[src/rtl/sort_share_ctrl.sv]
// Round-robin front end sharing one pipelined 3-input sorter among NREQ requesters.
// Each issue carries its requester ID down a tag pipeline matched to the sorter latency.
`default_nettype none

module sort_share_ctrl #(
  parameter int WIDTH = 3,
  parameter int NREQ  = 4,
  parameter int LAT   = 1,
  parameter int IDW   = 2
) (
  input  logic                    clk,
  input  logic                    rst,
  input  logic                    en,
  input  logic [NREQ-1:0]         req_valid,
  input  logic [3*WIDTH*NREQ-1:0] req_data,
  output logic [NREQ-1:0]         req_ready,
  output logic [WIDTH-1:0]        srt_a,
  output logic [WIDTH-1:0]        srt_b,
  output logic [WIDTH-1:0]        srt_c,
  input  logic [WIDTH-1:0]        srt_no1,
  input  logic [WIDTH-1:0]        srt_no2,
  input  logic [WIDTH-1:0]        srt_no3,
  output logic                    res_valid,
  output logic [IDW-1:0]          res_id,
  output logic [WIDTH-1:0]        res_no1,
  output logic [WIDTH-1:0]        res_no2,
  output logic [WIDTH-1:0]        res_no3,
  output logic                    idle,
  output logic [15:0]             issue_cnt
);

  localparam int TW = 3 * WIDTH;

  logic [IDW-1:0] ptr;
  logic           grant_any;
  logic [IDW-1:0] grant_idx;
  logic [IDW-1:0] scan;
  logic [TW-1:0]  grant_data;
  logic [LAT:0]   tag_v;
  logic [IDW-1:0] tag_id [0:LAT];

  // Scan upward from the pointer, wrapping at NREQ-1; first valid requester wins.
  always_comb begin
    grant_any  = 1'b0;
    grant_idx  = '0;
    grant_data = '0;
    scan       = ptr;
    for (int k = 0; k < NREQ; k++) begin
      if (!grant_any && en && !rst && req_valid[scan]) begin
        grant_any = 1'b1;
        grant_idx = scan;
      end
      scan = (scan == IDW'(NREQ - 1)) ? '0 : scan + 1'b1;
    end
    for (int k = 0; k < NREQ; k++) begin
      if (grant_idx == IDW'(k)) grant_data = req_data[k*TW +: TW];
    end
  end

  assign req_ready = grant_any ? (NREQ'(1) << grant_idx) : '0;

  always_ff @(posedge clk or posedge rst) begin
    if (rst) begin
      ptr       <= '0;
      srt_a     <= '0;
      srt_b     <= '0;
      srt_c     <= '0;
      issue_cnt <= '0;
      tag_v     <= '0;
      for (int s = 0; s <= LAT; s++) tag_id[s] <= '0;
    end else begin
      if (grant_any) begin
        ptr       <= (grant_idx == IDW'(NREQ - 1)) ? '0 : grant_idx + 1'b1;
        srt_a     <= grant_data[3*WIDTH-1:2*WIDTH];
        srt_b     <= grant_data[2*WIDTH-1:WIDTH];
        srt_c     <= grant_data[WIDTH-1:0];
        issue_cnt <= issue_cnt + 16'd1;
      end
      // Tags advance every edge so they stay aligned with the sorter pipeline.
      for (int s = LAT; s > 0; s--) begin
        tag_v[s]  <= tag_v[s-1];
        tag_id[s] <= tag_id[s-1];
      end
      tag_v[0]  <= grant_any;
      tag_id[0] <= grant_idx;
    end
  end

  assign res_valid = tag_v[LAT];
  assign res_id    = tag_id[LAT];
  assign res_no1   = srt_no1;
  assign res_no2   = srt_no2;
  assign res_no3   = srt_no3;
  assign idle      = ~grant_any & ~(|tag_v);

endmodule

`default_nettype wire

[config.mk]
export PLATFORM = sky130hd
export DESIGN_NAME = sort_share_ctrl
export DESIGN_NICKNAME = d
export VERILOG_FILES = /design/src/rtl/sort_share_ctrl.sv
export SDC_FILE = /design/constraint.sdc
export NUM_CORES = 1
export LEC_CHECK = 0
export ABC_AREA = 1
export CAP_MARGIN = 20
export CORE_MARGIN = 3
export CORE_UTILIZATION = 47
export CTS_BUF_LIST = sky130_fd_sc_hd__clkbuf_16
export CTS_CLUSTER_SIZE = 30
export DETAILED_ROUTE_END_ITERATION = 8
export GPL_TIMING_DRIVEN = 0
export HOLD_SLACK_MARGIN = 0.03
export PLACE_DENSITY_LB_ADDON = 0.25
export SLEW_MARGIN = 15
export SYNTH_ARGS = -nofsm -noshare
export SYNTH_HDL_FRONTEND = slang
export SYNTH_SLANG_ARGS = --single-unit
export TNS_END_PERCENT = 100
[constraint.sdc]
create_clock -name clk -period 6.4 [get_ports clk]
set_clock_uncertainty 0.05 [all_clocks]
set_input_delay 0.64 -clock clk [delete_from_list [all_inputs] [get_ports clk]]
set_output_delay 0.64 -clock clk [all_outputs]
set_load 0.1 [all_outputs]
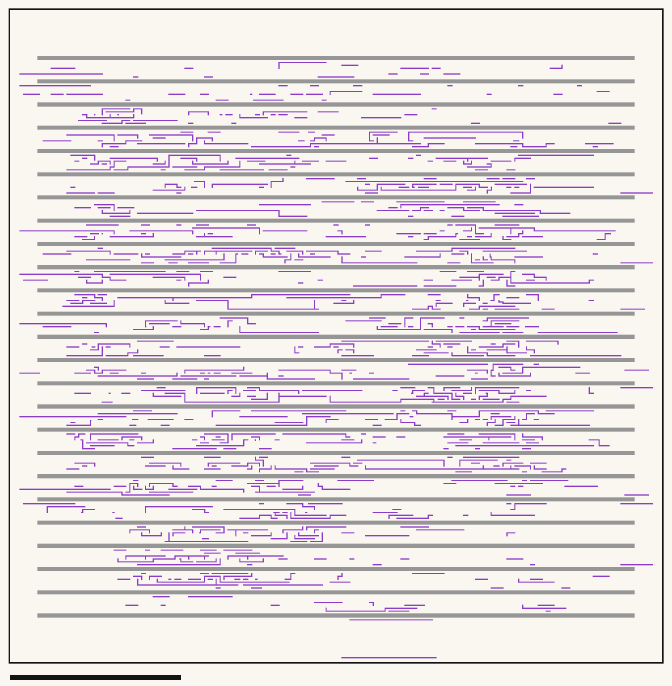
**Above:** run 1 (met1 routing).
Bar = 20 um. Supply wires on this layer in gray.
nets with wire on the layer: 420
main direction: horizontal
wire length on this layer: 2,380 um

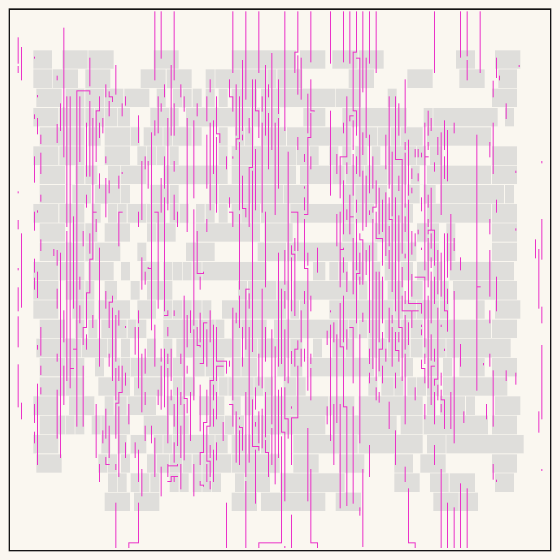
**Above:** run 1 (metal 2).
Cells faint in the background.
wire length on this layer: 3,070 um
longest straight run: 47.4 um
share of all routed wire: 51%

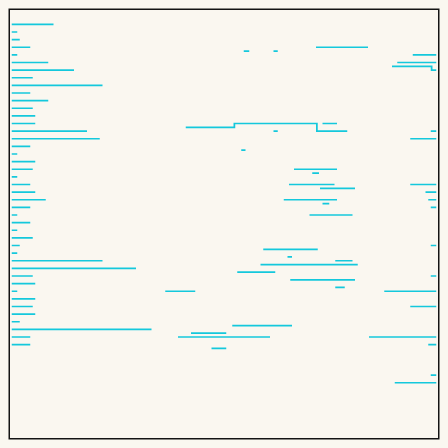
**Above:** run 1 (met3 routing).
longest straight run: 24.6 um
main direction: horizontal

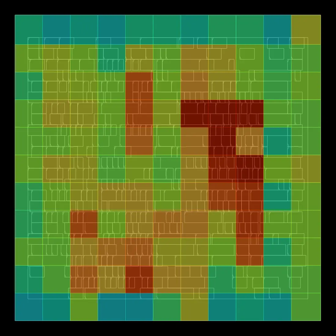
**Above:** run 1 (routing congestion map).
gr usage total: 0.2109
met1 Use GR: 0.2290

==> out/qor.csv, run 1 <==
stage;metric;value;unit
cts;Clock Tree Buf Depth;2;
power;Worst VDD drop;0.4321;mV
finish;Non-CTS inverters;47;
worst_hold_path;hold endpoint;res_id[0];
run;OpenROAD warning count;29;
cts;CTS Hold Bufs;0;
yosys;Complex Gates by Area;0.1243;
finish;post-layout util;0.7481;
setup_path;Critical R2R Launch;ptr[0];
finish;#MultiIn Comb;225;
yosys;ys async rst share;1.000;
power;Flop pwr share;0.174;
cts;Clock Sinks;33;
sta;Hold Slack;299.7;ps
yosys;Synth Area per Inst;7.135;um2
finish;Cell Count, Final, Fillers Out;483;
power;Net Sw Frac;0.5788;
sta;RSZ-0062 raised after global routing;false;
yosys;yosys cell count;326;
setup_path;CP Cell Sequence;clkdlybuf4s50_1 > inv_2 > nand2_1 > inv_1 > nand2_1 > nor2_1 > nand3_1 > o21ai_0 > ha_1 > clkbuf_1 > clkbuf_1 > nand2_1 > inv_1 > clkdlybuf4s50_1;
finish;Layout area overhead;46.80;%
yosys;Post-Syn Nets;384;
finish;FILL cells;369;
setup_path;stages on the worst setup path;14;
yosys;count of cell types in the netlist;29;
cts;CTS H-tree lvls;2;
power;Overall Power;2016;uW
sta;relative max-transition margin;0.3199;
yosys;Post-synth seq share;0.3550;
finish;design area;3415;um2
placed_design;placed cell areas;3248;um2
placed_design;pre-CTS setup slack;756.8;ps
sta;max-slew violations;0;
floorplan;Initial Utilization;0.5096;
global_route;antenna violations before repair;0;
setup_path;crit path capture type;output pin;
finish;diodes inserted;0;
setup_path;crit-path max cell delay;1130;ps
sta;final setup vio count;0;
cts;CTS Buf Count;5;
setup_path;R2R Path End;srt_a[2];
setup_path;worst setup path class;primary input to output pin;
cts;Root Buffer;clkbuf_16;
finish;flop count;33;
yosys;Post-synth EDFFs;0;
setup_path;maximum fanout along the worst path;34;
floorplan;die area;5829;um2
setup_path;Critical-path top delay cell;clkdlybuf4s50_1;
finish;Layout non-clock buf frac;0.2928;
route;drt wl/cell;12.44;um
yosys;Synth Warn #;0;
yosys;yosys stat area;2326;um2
status;status;complete, no violations;
worst_hold_path;hold path cells;0;
cts;Late-Pin Clk Latency;280;ps
global_route;vias in the first global route;2416;
yosys;Mapped Cells;326;
finish;Nets;475;
route;drt pass-1 iters;4;
global_route;first-pass GRT wire length;10.13;mm
finish;clk tree area frac;0.04874;
floorplan;IO Pins;94;
finish;Flop area;825.8;um2
floorplan;die height;76.35;um
finish;Largest area class, layout;logic gates;
cts;Setup Buffers After CTS;0;
yosys;Adder-Cell Fraction of Synth Area;0.03228;
power;Clk pwr share;0.135;
sta;fin crit share;0.8791;
yosys;xor+xnor area frac;0.03012;
yosys;Yosys reg bits;33;
sta;Final Critical Period;5626;ps
setup_path;worst setup path start;rst;
setup_path;CP Launch Type;primary input;
worst_hold_path;HP Class;register to register;
cts;post-CTS sizing;0;
power;Comb pwr share;0.692;
route;via count;2389;
route;initial DRC count;136;
floorplan;Tapcell Cnt;65;
power;Pwr Density;590.3;nW/um2
finish;share of cells above drive strength 1;0.09569;
route;WL final;6.010;mm
power;Leak;0.001623;uW
run 1: layout by cell type, fill, tap and decap left out, drive strengths merged:
master         instances
bufinv                 1
clkinv                 2
xor2                   8
and2                   1
o21bai                10
nand3b                 1
clkdlybuf4s50         84
dfrtp                 33
clkbuf                 9
nor2                  46
nor4                   2
nand2                 83
o21ai                 24
nand3                 18
inv                   46
nor3                  10
buf                   17
nand4                  4
ha                     6
clkinvlp               1
a21oi                  3
a22oi                  9
run 1: synth_stat cells (2+ instances only):
library cell  instances  area [um2]
nand2_1              78       292.8
inv_1                43       161.4
nor2_1               43       161.4
dfrtp_1              33       825.8
nand3_1              16       80.08
o21ai_1              13       65.06
buf_4                11       82.58
o21ai_0              11       55.05
a22oi_1               9       67.56
nor3_1                9       45.04
o21bai_1              9       67.56
xor2_1                8       70.07
ha_1                  6       75.07
buf_6                 5       56.30
clkbuf_1              4       15.01
nand2_2               4       25.02
nand4_1               4       25.02
a21oi_1               3       15.01
inv_2                 3       11.26
nor2_4                3       33.78
nand3_2               2       20.02
nor4_1                2       12.51
run 1: power by group through the flow:
stage | clock network [uW] | logic [uW] | registers [uW]
finish | 272 | 1390 | 350
global route | 280 | 1490 | 361
CTS | 274 | 1400 | 351
detailed placement | 0 | 1390 | 354
global placement | 0 | 1370 | 350
floorplan | 0 | 662 | 765
run 1: state kept, by name, indices dropped and copies added, names as in the netlist:
| register | cells |
|---|---|
| issue_cnt | 16 |
| ptr | 2 |
| res_id | 2 |
| srt_a | 3 |
| srt_b | 3 |
| srt_c | 3 |
| tag_id | 2 |
| tag_v | 2 |
run 1: routing by layer:
layer	GRT usage	up-vias	part of all wire
met5	0	-	0
met4	0.08514	0	0.017
met3	0.05792	10	0.077
met2	0.3849	104	0.51
met1	0.2290	1076	0.40
li1	-	1199	-
**Run 1: cells colored by class**

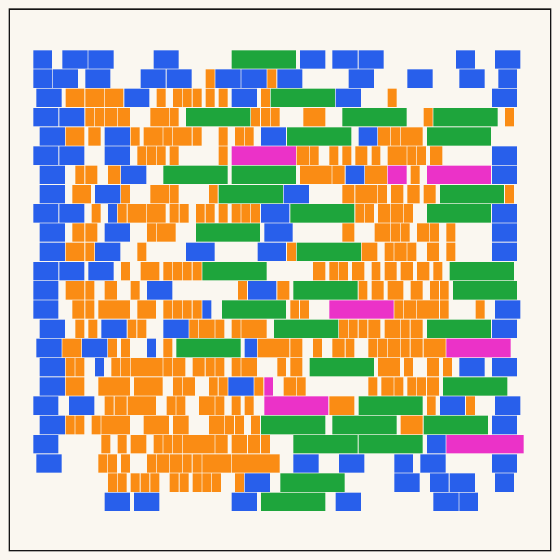

==> run 2, diff against run 1 <==
CORE_ASPECT_RATIO = 0.9   (was unset)
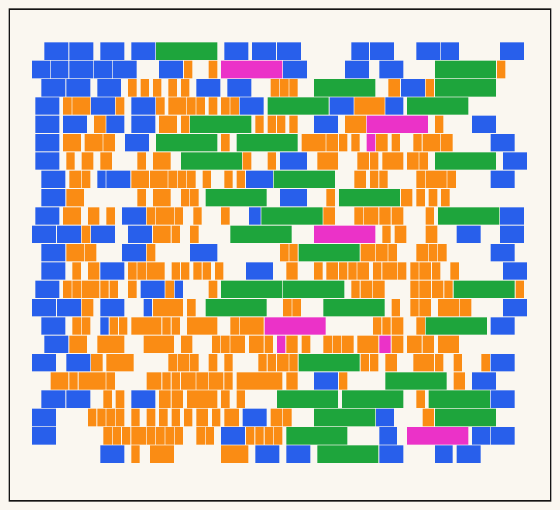
**Above:** run 2 (cells colored by class).
legend:
  blue:
    class: remaining buffers and delay cells
    cells: 105
    share_of_their_area: 30%
  magenta:
    class: clock drivers and dummy loads
    cells: 8
    share_of_their_area: 4.2%
  orange:
    class: remaining logic cells
    cells: 272
    share_of_their_area: 41%
  green:
    class: registers
    cells: 33
    share_of_their_area: 25%

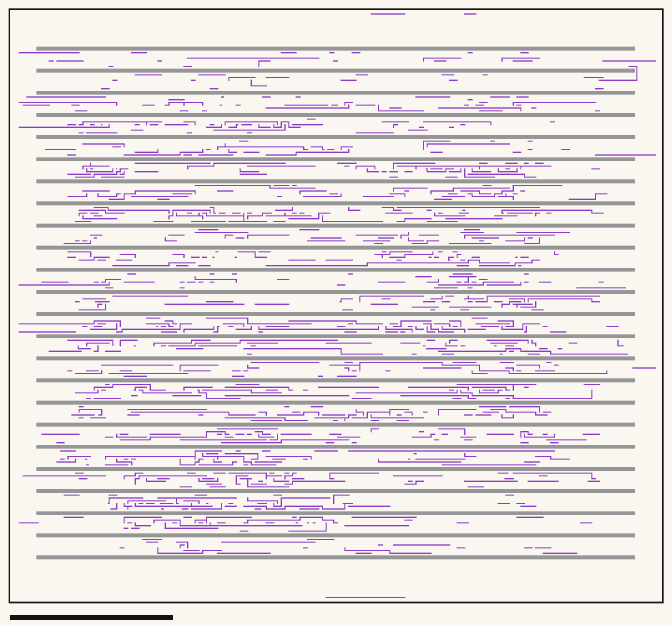
**Above:** run 2 (met1 routing).
Bar = 20 um. Supply wires on this layer in gray.
share of all routed wire: 42%
main direction: horizontal
wire length on this layer: 2,470 um
longest straight run: 25.3 um

==> run 2 against run 1 <==
Compared with the run above: power down 2.4%; sequential share of layout area increased by 0.23 points; first-iteration DRC count decreased by 16%; count of clock-buffer cells in the layout unchanged; wire length down 1.9%; register-to-register slack improved by 60 ps; critical path type unchanged; fmax is 0.29% higher.
==> out/qor.csv, run 2 <==
stage;metric;value;unit;change
finish;Flop area;825.8;um2;unchanged
placed_design;pre-CTS setup slack;767.4;ps;+10.58 ps
yosys;Yosys reg bits;33;;unchanged
yosys;Yosys top cell by instances;nand2_1;;
finish;post-layout util;0.7345;;-0.01357
yosys;top cells by area;dfrtp_1, nand2_1, inv_1;;
route;drt pass-1 iters;4;;unchanged
finish;Layout area overhead;45.40;%;
setup_path;CP Launch Type;primary input;;
setup_path;maximum fanout along the worst path;34;;unchanged
setup_path;crit path capture type;output pin;;
cts;CTS Buf Count;5;;unchanged
route;drt wl/cell;12.28;um;-1.3%
global_route;vias in the first global route;2264;;-6.3%
yosys;Max-area cell share;0.3550;;unchanged
yosys;Post-synth EDFFs;0;;unchanged
finish;share of cells above drive strength 1;0.09330;;-0.002392
cts;Setup Buffers After CTS;0;;unchanged
global_route;gr usage total;0.2142;;+0.003299
yosys;Post-Syn Nets;384;;unchanged
floorplan;IO Pins;94;;unchanged
yosys;Synth Area per Inst;7.135;um2;unchanged
route;initial DRC count;114;;-16%
finish;max reg flops;16;;unchanged
finish;design area;3382;um2;-0.95%
finish;diodes inserted;0;;unchanged
cts;Clock Tree Buf Depth;2;;unchanged
sta;fin crit share;0.8765;;-0.002537
yosys;Yosys top cell by area;dfrtp_1;;
sta;Final Critical Period;5610;ps;-16.24 ps
yosys;ys async rst share;1.000;;unchanged
floorplan;die area;5830;um2;about the same
cts;Clock Sinks;33;;unchanged
power;Pwr Density;582.0;nW/um2;-1.4%
finish;most frequent logic cell in the layout;clkdlybuf4s50_1;;
sta;relative max-transition margin;0.3345;;+0.01460
yosys;count of cell types in the netlist;29;;unchanged
cts;CTS Hold Bufs;0;;unchanged
cts;post-CTS sizing;0;;unchanged
global_route;antenna violations before repair;0;;unchanged
setup_path;Critical-path top delay cell;clkdlybuf4s50_1;;
yosys;Mapped Cells;326;;unchanged
sta;RSZ-0062 raised after global routing;false;;
finish;FILL cells;387;;+4.9%
yosys;list of most frequent post-synthesis cells;nand2_1, inv_1, nor2_1, dfrtp_1, nand3_1;;
finish;Nets;475;;unchanged
finish;Top reg by flops;issue_cnt;;
status;status;complete, no violations;;
placed_design;placed cell areas;3244;um2;-0.12%
run;OpenROAD warning count;29;;unchanged
finish;Top cells excl fill/tap;clkdlybuf4s50_1, nand2_1, nor2_1;;
cts;Late-Pin Clk Latency;280;ps;about the same
yosys;Synth Warn #;0;;unchanged
yosys;Post-synth seq share;0.3550;;unchanged
sta;Hold Slack;293.2;ps;-6.563 ps
setup_path;CP Cell Sequence;clkdlybuf4s50_1 > inv_2 > nand2_1 > inv_1 > nand2_1 > nor2_1 > nand3_1 > o21ai_0 > ha_1 > clkbuf_1 > clkbuf_1 > nand2_1 > inv_1 > clkdlybuf4s50_1;;
yosys;yosys cell count;326;;unchanged
route;WL final;5.895;mm;-1.9%
route;via count;2360;;-1.2%
floorplan;die height;72.74;um;-4.7%
sta;final setup vio count;0;;unchanged
sta;max-slew violations;0;;unchanged
power;Overall Power;1968;uW;-2.4%
setup_path;worst setup path class;primary input to output pin;;
cts;Root Buffer;clkbuf_16;;
cts;CTS H-tree lvls;2;;unchanged
run 2: cell count changes in the layout (fill, tap and decap cells not counted), sizes merged:
cell / before / now
bufinv: 1 / 0
clkinvlp: 1 / 0
clkinv: 2 / 4
run 2: area by class of cell:
class / instances / area share
flip-flops and latches: 33 / 0.2442
clock inverters: 3 / 0.003700
clock buffers: 5 / 0.03700
inverters: 47 / 0.05216
repair buffers: 84 / 0.2486
well taps: 62 / 0.02294
multi-input cells: 225 / 0.3444
plain buffers: 21 / 0.04698
run 2: cell families (layout without fill, tap and decap cells):
logic type,after synthesis,count (layout),share of synthesized area
xor+xnor,8,8,0.03012
buf+inv,68,160,0.1442
fa+ha+maj,6,6,0.03227
flops,33,33,0.3550
compound gates,46,46,0.1243
simple gates,165,165,0.3141
run 2: worst paths after layout:
kind                            cells past startpoint           end  startpoint
worst min register to register                      0     res_id[0]   tag_id[2]
max in group asynchronous                           2     res_id[1]         rst
worst min-delay path                                0     res_id[0]   tag_id[2]
worst max-delay path                               14  req_ready[2]         rst
worst max register to register                     17      srt_b[1]      ptr[0]
min in group asynchronous                           2  issue_cnt[4]         rst
run 2: metal layers:
metal	GRT usage	up-vias	routed length, um
met5	0	-	0
met3	0.06173	6	449
met1	0.2569	1065	2474
li1	-	1209	-
met4	0.06942	0	76
met2	0.3704	80	2895
run 2: worst max-delay path, delay by kind of cell:
kind	cells	cell delay (ps)
adder cells (fa/ha/maj)	1	240
buffers and inverters	7	2910
AND-OR/OR-AND	1	450
AND/OR/NAND/NOR	5	650
run 2: power breakdown:
group          switching, uW  internal (uW)
clock                   83.4            140
sequential              62.0            289
combinational           1010            379
==> run 3, diff against run 2 <==
CTS_CLUSTER_SIZE = 25   (was 30)
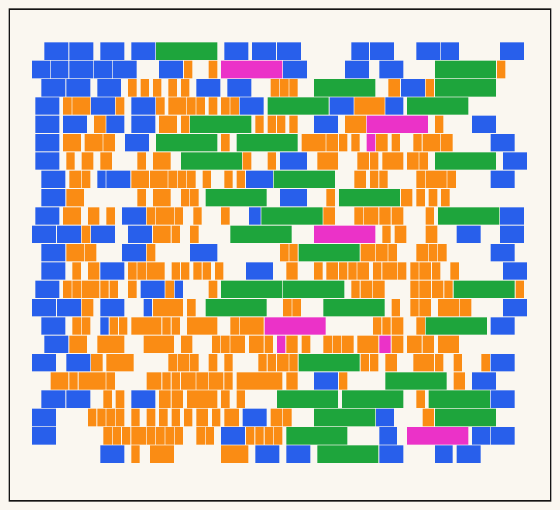
**Above:** run 3 (cells colored by class).
legend:
  green:
    class: registers
    cells: 33
    share_of_their_area: 25%
  blue:
    class: remaining buffers and delay cells
    cells: 105
    share_of_their_area: 30%
  magenta:
    class: clock drivers and dummy loads
    cells: 8
    share_of_their_area: 4.2%
  orange:
    class: remaining logic cells
    cells: 272
    share_of_their_area: 41%

==> run 3 against run 2 <==
Compared with the run above: combinational power about the same; critical path depth unchanged; area after synthesis stayed put; sequential share of layout area is the same; first-iteration DRC count stayed put; register-to-register slack is essentially flat.
==> out/qor.csv, run 3 <==
stage;metric;value;unit;change
finish;Top reg by flops;issue_cnt;;
sta;final setup TNS;0;ps;
yosys;Post-synth EDFFs;0;;unchanged
yosys;Yosys top cell by instances;nand2_1;;
setup_path;Worst R2R Path Depth;17;;unchanged
global_route;vias in the first global route;2264;;unchanged
finish;share of cells above drive strength 1;0.09330;;unchanged
cts;Clock Tree Buf Depth;2;;unchanged
route;via count;2360;;unchanged
finish;design area;3382;um2;unchanged
placed_design;pre-CTS setup slack;767.4;ps;unchanged
yosys;mux frac, synth;0;;unchanged
yosys;count of cell types in the netlist;29;;unchanged
worst_hold_path;hold_sp;tag_id[2];;
finish;post-layout util;0.7345;;unchanged
finish;max reg flops;16;;unchanged
yosys;and+or+nand+nor area frac;0.3141;;unchanged
yosys;Mapped Cells;326;;unchanged
cts;CTS Buf Count;5;;unchanged
cts;Late-Pin Clk Latency;280;ps;about the same
route;wire length on met3;449;um;unchanged
setup_path;R2R Path End;srt_b[1];;
setup_path;Critical R2R Launch;ptr[0];;
cts;post-CTS sizing;0;;unchanged
yosys;xor+xnor area frac;0.03012;;unchanged
status;status;complete, no violations;;
sta;max-slew violations;0;;unchanged
setup_path;maximum fanout along the worst path;34;;unchanged
power;Overall Power;1968;uW;unchanged
route;DR top layer;met4;;
placed_design;placed cell areas;3244;um2;unchanged
cts;Root Buffer;clkbuf_16;;
cts;Setup Buffers After CTS;0;;unchanged
yosys;ys async rst share;1.000;;unchanged
worst_hold_path;hold endpoint;res_id[0];;
route;wire length on met2;2.895;mm;unchanged
floorplan;IO Pins;94;;unchanged
yosys;top cells by area;dfrtp_1, nand2_1, inv_1;;
yosys;Dominant combinational family;simple AND/OR/NAND/NOR gates;;
yosys;Synth Warn #;0;;unchanged
yosys;Post-Syn Nets;384;;unchanged
finish;Top cells excl fill/tap;clkdlybuf4s50_1, nand2_1, nor2_1;;
setup_path;CP Launch Type;primary input;;
floorplan;die height;72.74;um;unchanged
route;WL final;5.895;mm;unchanged
yosys;Max-area cell share;0.3550;;unchanged
finish;Nets;475;;unchanged
route;drt wl/cell;12.28;um;unchanged
setup_path;worst setup path class;primary input to output pin;;
worst_hold_path;hold path cells;0;;unchanged
setup_path;crit path DAT;4920;ps;
cts;CTS Hold Bufs;0;;unchanged
yosys;Yosys top cell by area;dfrtp_1;;
sta;relative max-transition margin;0.3345;;unchanged
run;OpenROAD warning count;29;;unchanged
yosys;Yosys reg bits;33;;unchanged
sta;final setup vio count;0;;unchanged
global_route;antenna violations before repair;0;;unchanged
route;drt pass-1 iters;4;;unchanged
floorplan;die area;5830;um2;unchanged
cts;Clock Sinks;33;;unchanged
sta;RSZ-0062 raised after global routing;false;;
setup_path;crit path capture type;output pin;;
yosys;list of most frequent post-synthesis cells;nand2_1, inv_1, nor2_1, dfrtp_1, nand3_1;;
cts;CTS H-tree lvls;2;;unchanged
yosys;yosys cell count;326;;unchanged
global_route;gr usage total;0.2142;;unchanged
yosys;Complex Gates by Area;0.1243;;unchanged
yosys;Post-synth seq share;0.3550;;unchanged
finish;Layout area overhead;45.40;%;unchanged
finish;most frequent logic cell in the layout;clkdlybuf4s50_1;;
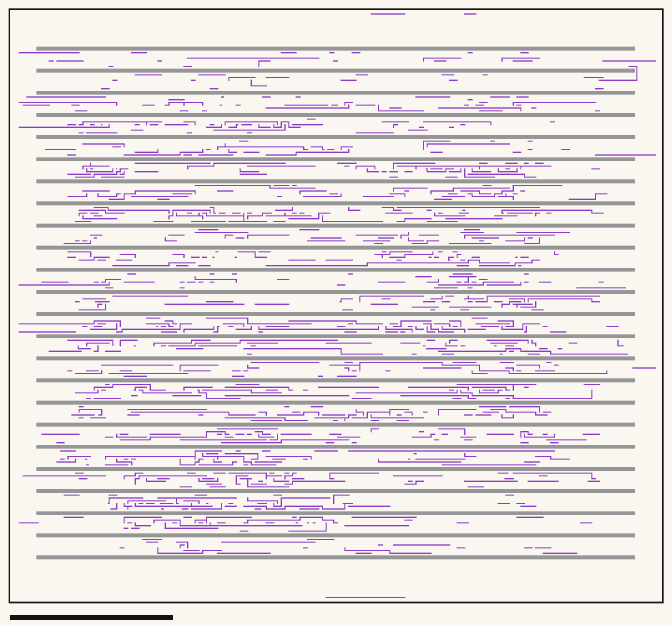
**Above:** run 3 (met1 routing).
Bar = 20 um. Supply wires on this layer in gray.
longest straight run: 25.3 um
wire length on this layer: 2,470 um
main direction: horizontal
nets with wire on the layer: 409
share of all routed wire: 42%

run 3: cell counts after synthesis:
Identical to the previous run, type by type.
run 3: cells by family after synthesis:
family / Yosys count
xor gates and xnor gates: 8
AOI/OAI and AO/OA: 46
DFF: 33
buffers and inverters: 68
adders and majority gates: 6
and+or+nand+nor: 165
run 3: worst max-delay path by stage:
stage	slack [ps]	from	end	cells after the start
floorplan	2060	rst	req_ready[2]	12
detailed placement	770	rst	req_ready[2]	14
global placement	300	rst	req_ready[2]	14
global route	390	rst	req_ready[2]	14
CTS	740	rst	req_ready[2]	14
finish	790	rst	req_ready[2]	14
run 3: per-stage QoR:
stage / instances / hold slack [ps]
2_1_floorplan: 326 / 281.2
4_1_cts: 480 / 295.4
3_5_place_dp: 472 / 285.5
3_3_place_gp: 472 / 284.3
6_report: 480 / 293.2
5_1_grt: 480 / 305.8
run 3: layer usage:
layer / up-vias / GRT usage
met3: 6 / 0.06173
met1: 1065 / 0.2569
met2: 80 / 0.3704
met4: 0 / 0.06942
li1: 1209 / -
met5: - / 0
run 3: layout make-up:
type,count,area [um2]
buffer,21,158.9
clock buffer,5,125.1
clock inverter,3,12.51
fill,387,1222
inverter,47,176.4
multi-input combinational,225,1165
sequential,33,825.8
tap,62,77.57
timing repair buffer,84,840.8
run 3: critical path: stages:
cell,delay (ps)
clkdlybuf4s50_1,410
inv_2,510
nand2_1,180
inv_1,160
nand2_1,60
nor2_1,210
nand3_1,100
o21ai_0,450
ha_1,240
clkbuf_1,330
clkbuf_1,320
nand2_1,100
inv_1,60
clkdlybuf4s50_1,1120
run 3: power by group:
| group | internal (uW) | leakage (uW) | switching (uW) |
|---|---|---|---|
| combinational | 379 | 0.00113 | 1010 |
| clock | 140 | 0.0000687 | 83.4 |
| sequential | 289 | 0.000419 | 62.0 |
Power is estimated from default activity; no workload was simulated.
